### Track usage over the die, run 1

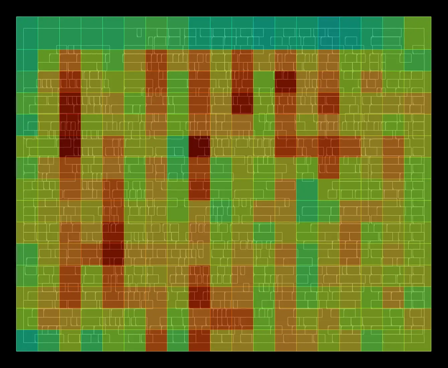
### Signal wires on met2, run 1

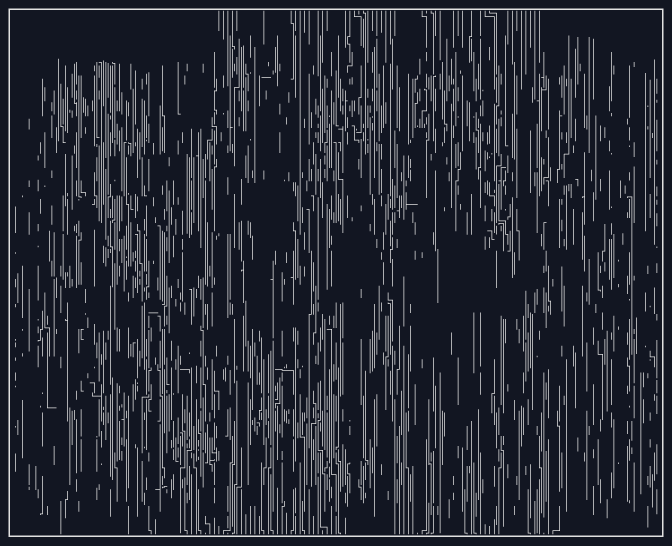
### Local utilization, run 1

13 x 11 tiles, from white (low) to dark blue (high), 0 to 100% covered.
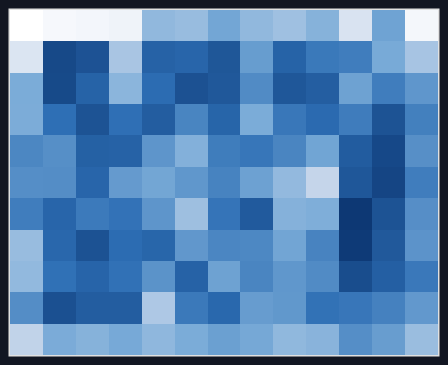
==> config.mk <==
export PLATFORM = sky130hd
export DESIGN_NAME = load_store_unit
export DESIGN_NICKNAME = d
export VERILOG_FILES = /design/src/rtl/load_store_unit.sv
export SDC_FILE = /design/constraint.sdc
export NUM_CORES = 1
export LEC_CHECK = 0
export CORE_ASPECT_RATIO = 0.8
export CORE_MARGIN = 2
export CORE_UTILIZATION = 46
export DETAILED_ROUTE_END_ITERATION = 10
export PLACE_DENSITY_LB_ADDON = 0.2
export SYNTH_ARGS = -nofsm -noshare
export SYNTH_HDL_FRONTEND = slang
export SYNTH_SLANG_ARGS = --single-unit
==> constraint.sdc <==
create_clock -name clk -period 2.63 [get_ports clk]
set_input_delay 0.526 -clock clk [delete_from_list [all_inputs] [get_ports clk]]
set_output_delay 0.526 -clock clk [all_outputs]
set_load 0.005 [all_outputs]
==> src/rtl/load_store_unit.sv <==
// Multi-cycle load/store unit: byte/half/word/dword accesses with alignment and size
// checking, lane steering, sign/zero extension and a bus wait-state timeout.
module load_store_unit #(
  parameter int DATA_W      = 32,
  parameter int ADDR_W      = 32,
  parameter int TIMEOUT_CYC = 255
) (
  input  logic                clk,
  input  logic                reset,
  input  logic                req_valid,
  output logic                req_ready,
  input  logic                req_we,
  input  logic [1:0]          req_size,
  input  logic                req_unsigned,
  input  logic [ADDR_W-1:0]   req_addr,
  input  logic [DATA_W-1:0]   req_wdata,
  output logic                mem_req,
  output logic                mem_we,
  output logic [ADDR_W-1:0]   mem_addr,
  output logic [DATA_W/8-1:0] mem_be,
  output logic [DATA_W-1:0]   mem_wdata,
  input  logic                mem_ack,
  input  logic [DATA_W-1:0]   mem_rdata,
  output logic                resp_valid,
  output logic [DATA_W-1:0]   resp_rdata,
  output logic [1:0]          resp_err,
  output logic                busy
);

  localparam int NB = DATA_W / 8;
  localparam int LW = $clog2(NB);
  localparam bit TMO_EN = (TIMEOUT_CYC != 0);
  localparam logic [7:0] TMO_LAST = 8'(TIMEOUT_CYC - 1);

  localparam logic [1:0] ERR_OK    = 2'b00;
  localparam logic [1:0] ERR_ALIGN = 2'b01;
  localparam logic [1:0] ERR_TMO   = 2'b10;
  localparam logic [1:0] ERR_SIZE  = 2'b11;

  typedef enum logic [1:0] {IDLE = 2'd0, BUS = 2'd1, RESP = 2'd2} state_t;

  state_t          state;
  logic [7:0]      tmo_cnt;
  logic [LW-1:0]   lane_reg;
  logic [1:0]      size_reg;
  logic            uns_reg;

  function automatic logic [DATA_W-1:0] size_mask(input logic [1:0] size);
    logic [DATA_W-1:0] m;
    m = '0;
    case (size)
      2'b00:   m[7:0]  = '1;
      2'b01:   m[15:0] = '1;
      2'b10:   m[31:0] = '1;
      default: m       = '1;
    endcase
    return m;
  endfunction

  logic [LW-1:0]     req_lane;
  logic              size_illegal;
  logic              misaligned;
  logic [NB-1:0]     store_be;
  logic [DATA_W-1:0] store_wdata;

  assign req_lane     = req_addr[LW-1:0];
  assign size_illegal = (req_size == 2'b11) && (DATA_W == 32);

  always_comb begin
    misaligned = 1'b0;
    case (req_size)
      2'b00:   misaligned = 1'b0;
      2'b01:   misaligned = req_addr[0];
      2'b10:   misaligned = |req_addr[1:0];
      default: misaligned = |req_addr[2:0];
    endcase
  end

  // A lane is enabled when it falls inside [lane, lane + 2^size).
  for (genvar gi = 0; gi < NB; gi++) begin : g_be
    assign store_be[gi] = (gi >= int'(req_lane)) && (gi < int'(req_lane) + (1 << req_size));
  end

  assign store_wdata = (req_wdata & size_mask(req_size)) << {req_lane, 3'b000};

  logic [DATA_W-1:0] load_shifted;
  logic [DATA_W-1:0] load_mask;
  logic              load_sign;
  logic [DATA_W-1:0] load_data;

  assign load_shifted = mem_rdata >> {lane_reg, 3'b000};
  assign load_mask    = size_mask(size_reg);

  always_comb begin
    load_sign = 1'b0;
    case (size_reg)
      2'b00:   load_sign = load_shifted[7];
      2'b01:   load_sign = load_shifted[15];
      2'b10:   load_sign = load_shifted[31];
      default: load_sign = load_shifted[DATA_W-1];
    endcase
  end

  assign load_data = (load_shifted & load_mask) | ((load_sign && !uns_reg) ? ~load_mask : '0);

  assign busy      = (state != IDLE);
  assign req_ready = (state == IDLE);

  always_ff @(posedge clk or negedge reset) begin
    if (!reset) begin
      state      <= IDLE;
      tmo_cnt    <= '0;
      lane_reg   <= '0;
      size_reg   <= '0;
      uns_reg    <= 1'b0;
      mem_req    <= 1'b0;
      mem_we     <= 1'b0;
      mem_addr   <= '0;
      mem_be     <= '0;
      mem_wdata  <= '0;
      resp_valid <= 1'b0;
      resp_rdata <= '0;
      resp_err   <= ERR_OK;
    end else begin
      resp_valid <= 1'b0;
      case (state)
        IDLE: begin
          if (req_valid) begin
            lane_reg <= req_lane;
            size_reg <= req_size;
            uns_reg  <= req_unsigned;
            tmo_cnt  <= '0;
            if (size_illegal) begin
              state      <= RESP;
              resp_valid <= 1'b1;
              resp_err   <= ERR_SIZE;
              resp_rdata <= '0;
            end else if (misaligned) begin
              state      <= RESP;
              resp_valid <= 1'b1;
              resp_err   <= ERR_ALIGN;
              resp_rdata <= '0;
            end else begin
              state     <= BUS;
              mem_req   <= 1'b1;
              mem_we    <= req_we;
              mem_addr  <= {req_addr[ADDR_W-1:LW], {LW{1'b0}}};
              mem_be    <= req_we ? store_be : '1;
              mem_wdata <= req_we ? store_wdata : '0;
            end
          end
        end
        BUS: begin
          // An ack in the final allowed cycle takes priority over the timeout.
          if (mem_ack) begin
            state      <= RESP;
            mem_req    <= 1'b0;
            mem_we     <= 1'b0;
            mem_be     <= '0;
            resp_valid <= 1'b1;
            resp_err   <= ERR_OK;
            resp_rdata <= mem_we ? '0 : load_data;
          end else if (TMO_EN && (tmo_cnt == TMO_LAST)) begin
            state      <= RESP;
            mem_req    <= 1'b0;
            mem_we     <= 1'b0;
            mem_be     <= '0;
            resp_valid <= 1'b1;
            resp_err   <= ERR_TMO;
            resp_rdata <= '0;
          end else begin
            tmo_cnt <= tmo_cnt + 8'd1;
          end
        end
        RESP: begin
          state      <= IDLE;
          resp_err   <= ERR_OK;
          resp_rdata <= '0;
        end
        default: state <= IDLE;
      endcase
    end
  end

endmodule
==> out/metrics.csv, run 1 <==
metric;value;unit
Seq. pwr;2.76;mW
fin crit share;0.952;
sequential power share;0.324;
CP startpoint;state[0]$_DFFE_PN0P_;
TNS Setup;0;ps
dpl hpwl;13.1;mm
Final Skew;9.02;ps
RSZ-0062 raised after global routing;false;
post_cts resized;1;
Multiplexer share;0.138;
Log Warnings;29;
worst hold path type;primary input to asynchronous set/reset pin;
Gate power share;0.403;
cell count in the Yosys report;617;
register area;2950;um^2
Tap Count;175;
xor/xnor share;0.00717;
switching power total;2.71;mW
final hold vios;0;
crit-path max FO;11;
largest net degree at the start of global routing;84;
worst-path cell chain;inv_1, ha_2, inv_1, clkdlybuf4s50_1;
number of global-route vias before repair;5466;
Avg Vias per Cell;5.48;
most numerous logic cells after layout;207 x clkdlybuf4s50_1, 118 x dfrtp_1, 107 x nand2_1, 82 x o21ai_0, 51 x mux2_2;
asr flop ratio synth;1.00;
I/O Buffers;208;
clk slew on worst S/H paths;50;ps
clock sinks;118;
outcome;finished, final reports clean;
Power Density;944;nW/um^2
Post-Synthesis Cells;617;
Simple-Gate Fraction of Synth Area;0.121;
H-tree levels;4;
Layout non-clock buf frac;0.256;
max_slew headroom;0.542;
Largest regs;mem_wdata: 32 flops, resp_rdata: 32 flops, mem_addr: 30 flops;
Worst IR Drop VDD;0.597;mV
netlist area before placement;6110;um^2
Notes on 'Track usage over the die' above:
Util after Layout: 0.700
drt wl/cell: 17.9 um

Notes on 'Signal wires on met2' above:
nets with wire on the layer: 804
wire length on this layer: 8330 um
main direction: vertical
share of all routed wire: 46%

Notes on 'Local utilization' above:
nearly empty tiles: 0.70%
tiles over 75% full: 30%
mean over tiles: 62%
emptiest ninth of the die: upper left
fullest tile: 97%

## Run 2: what changed since run 1
- ABC_AREA: unset -> 1
- CORE_ASPECT_RATIO: 0.8 -> unset
- CORE_UTILIZATION: 46 -> 47
- CTS_CLUSTER_SIZE: unset -> 20
### Track usage over the die, run 2

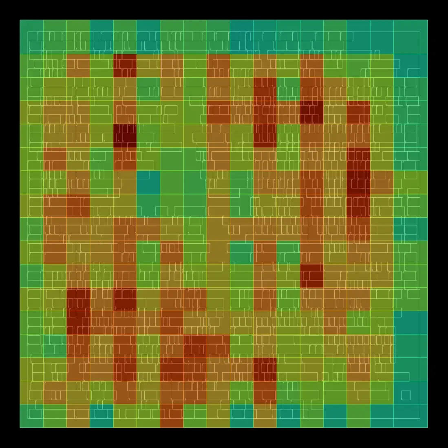
drt wl/cell: 14.6 um
met2 GRT Util: 0.404
Util after Layout: 0.691
met3 global-route usage: 0.0887

### Logic cells by family, run 2

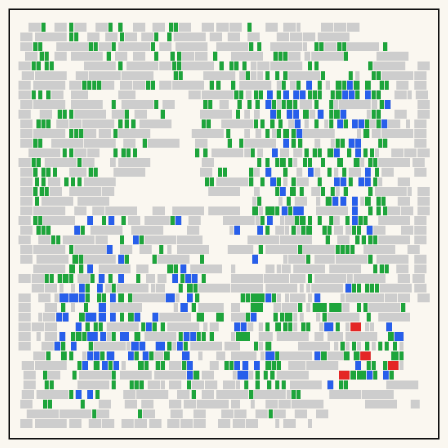
legend:
  green:
    family: nand cells
    cells: 451
    where: spread over the die
  red:
    family: xor and xnor cells
    cells: 4
    where: lower right
  blue:
    family: aoi and oai cells
    cells: 126

==> run 2 against run 1 <==
Net effect: area after synthesis up 4.3%; sequential share of layout area is 0.39 points lower; utilization fell by 0.90 points; via count grew 15%; design area is 1.2% higher; sequential cell count is the same; clock skew decreased by 4.2 ps; power rose by 4.2%; count of clock-buffer cells in the layout down 1; combinational power is 11% higher; fmax up 8.0%; critical path type unchanged; largest cell class unchanged.
==> out/metrics.csv, run 2 <==
metric;value;unit;change
CP startpoint;state[0]$_DFFE_PN0P_;;
H-tree levels;4;;unchanged
sequential power share;0.322;;-0.002
largest net degree at the start of global routing;47;;-44%
final hold vios;0;;unchanged
worst-path cell chain;inv_1, ha_1, inv_1, clkdlybuf4s50_1;;
Post-Synthesis Cells;872;;+41%
final std cells w/o fill;1258;;
Worst IR Drop VDD;0.626;mV;+4.8%
clock sinks;118;;unchanged
asr flop ratio synth;1.00;;unchanged
Power Density;972;nW/um^2;+3.0%
Simple-Gate Fraction of Synth Area;0.334;;+0.212
netlist area before placement;6370;um^2;+4.3%
RSZ-0062 raised after global routing;false;;
TNS Setup;0;ps;unchanged
most numerous logic cells after layout;398 x nand2_1, 207 x clkdlybuf4s50_1, 118 x dfrtp_1, 56 x o21ai_0, 42 x nand3_1;;
crit-path max FO;6;;-5
xor/xnor share;0.00550;;-0.00167
Largest regs;mem_wdata: 32 flops, resp_rdata: 32 flops, mem_addr: 30 flops;;
total power;8.90;mW;
Avg Vias per Cell;5.06;;-7.6%
outcome;finished, final reports clean;;
number of global-route vias before repair;6095;;+12%
Final Skew;4.80;ps;-4.22 ps
register area;2950;um^2;unchanged
Log Warnings;29;;unchanged
dpl hpwl;13.1;mm;-0.30%
clk slew on worst S/H paths;50;ps;about the same
CP dominant cell by count;inv_1;;
Tap Count;176;;+0.57%
cell count in the Yosys report;872;;+41%
max_slew headroom;0.637;;+0.0957
post_cts resized;0;;-1
Multiplexer share;0;;-0.138
## Run 3: what changed since run 2
- CORE_UTILIZATION: 47 -> 45
- PLACE_DENSITY: unset -> 0.76
- PLACE_DENSITY_LB_ADDON: 0.2 -> unset
- clock period: 2.63 -> 2.75 ns (I/O delays scaled with it)
### Logic cells by family, run 3

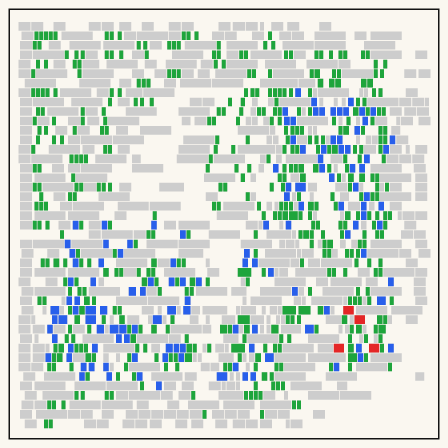
legend:
  green:
    family: nand cells
    cells: 451
    where: spread over the die
  blue:
    family: aoi and oai cells
    cells: 126
  red:
    family: xor and xnor cells
    cells: 4
    where: lower right

### Signal wires on met2, run 3

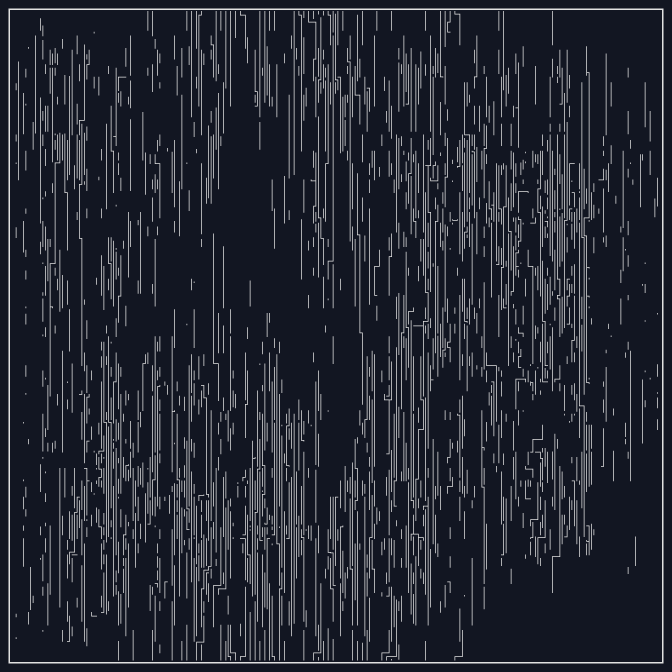
nets with wire on the layer: 901
main direction: vertical

==> run 3 against run 2 <==
Net effect: count of clock-buffer cells in the layout shrank 3; sequential cell count is the same; largest power group unchanged; global-route usage shrank 1.3 points; design area grew 0.19%; cell count grew 0.16%; power shrank 2.8%; sequential power shrank 4%; non-clock buffer count shrank 3; routed wire length grew 0.82%; sequential share of layout area shrank 0.062 points.
==> out/metrics.csv, run 3 <==
metric;value;unit;change
met2 GRT Util;0.378;;-0.0251
Avg Vias per Cell;5.05;;-0.24%
netlist area before placement;6370;um^2;unchanged
sequential power share;0.316;;-0.006
Tap Count;180;;+2.3%
cell count in the Yosys report;872;;unchanged
H-tree levels;4;;unchanged
final hold vios;0;;unchanged
largest net degree at the start of global routing;63;;+34%
final std cells w/o fill;1260;;+0.16%
clock sinks;118;;unchanged
Util after Layout;0.661;;-0.0305
crit-path max FO;6;;unchanged
post_cts resized;0;;unchanged
Multiplexer share;0;;unchanged
Post-Route M1 WL;7.92;mm;
Worst IR Drop VDD;0.577;mV;-7.9%
fin crit share;0.855;;
die x size;123;um;
met3 global-route usage;0.0941;;+0.00542
Log Warnings;29;;unchanged
Simple-Gate Fraction of Synth Area;0.334;;unchanged
outcome;finished, final reports clean;;
worst-path cell chain;inv_1, ha_1, inv_1, clkdlybuf4s50_1;;
clk slew on worst S/H paths;50;ps;about the same
Largest regs;mem_wdata: 32 flops, resp_rdata: 32 flops, mem_addr: 30 flops;;
CP startpoint;state[0]$_DFFE_PN0P_;;
xor/xnor share;0.00550;;unchanged
1st-iter DRT viols;532;;
dpl hpwl;13.2;mm;+1.1%
post-CTS setup buffers;0;;
total power;8.65;mW;-2.8%
CP dominant cell by count;inv_1;;
clock buffers;20;;
register area;2950;um^2;unchanged
TNS Setup;0;ps;unchanged
RSZ-0062 raised after global routing;false;;

## Gallery

Routed metal, one colour a layer.
image #1
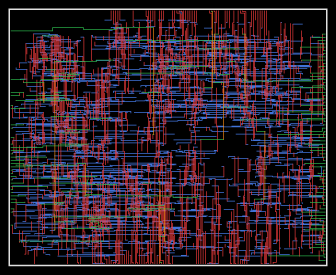
image #2
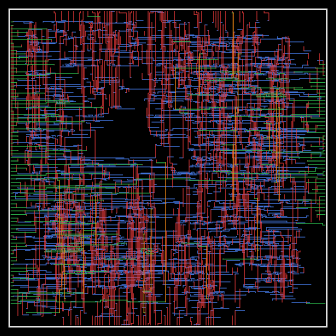
For run 2, see image #2.
For run 1, see image #1.

Key to image #2:
legend:
  red:
    layer: metal 2
    wire_length: 8370 um
  orange:
    layer: metal 4
    wire_length: 490 um
  green:
    layer: metal 3
    wire_length: 1830 um
  blue:
    layer: metal 1
    wire_length: 7730 um

Power figures rest on the tool's default switching activity, not on a simulated workload.
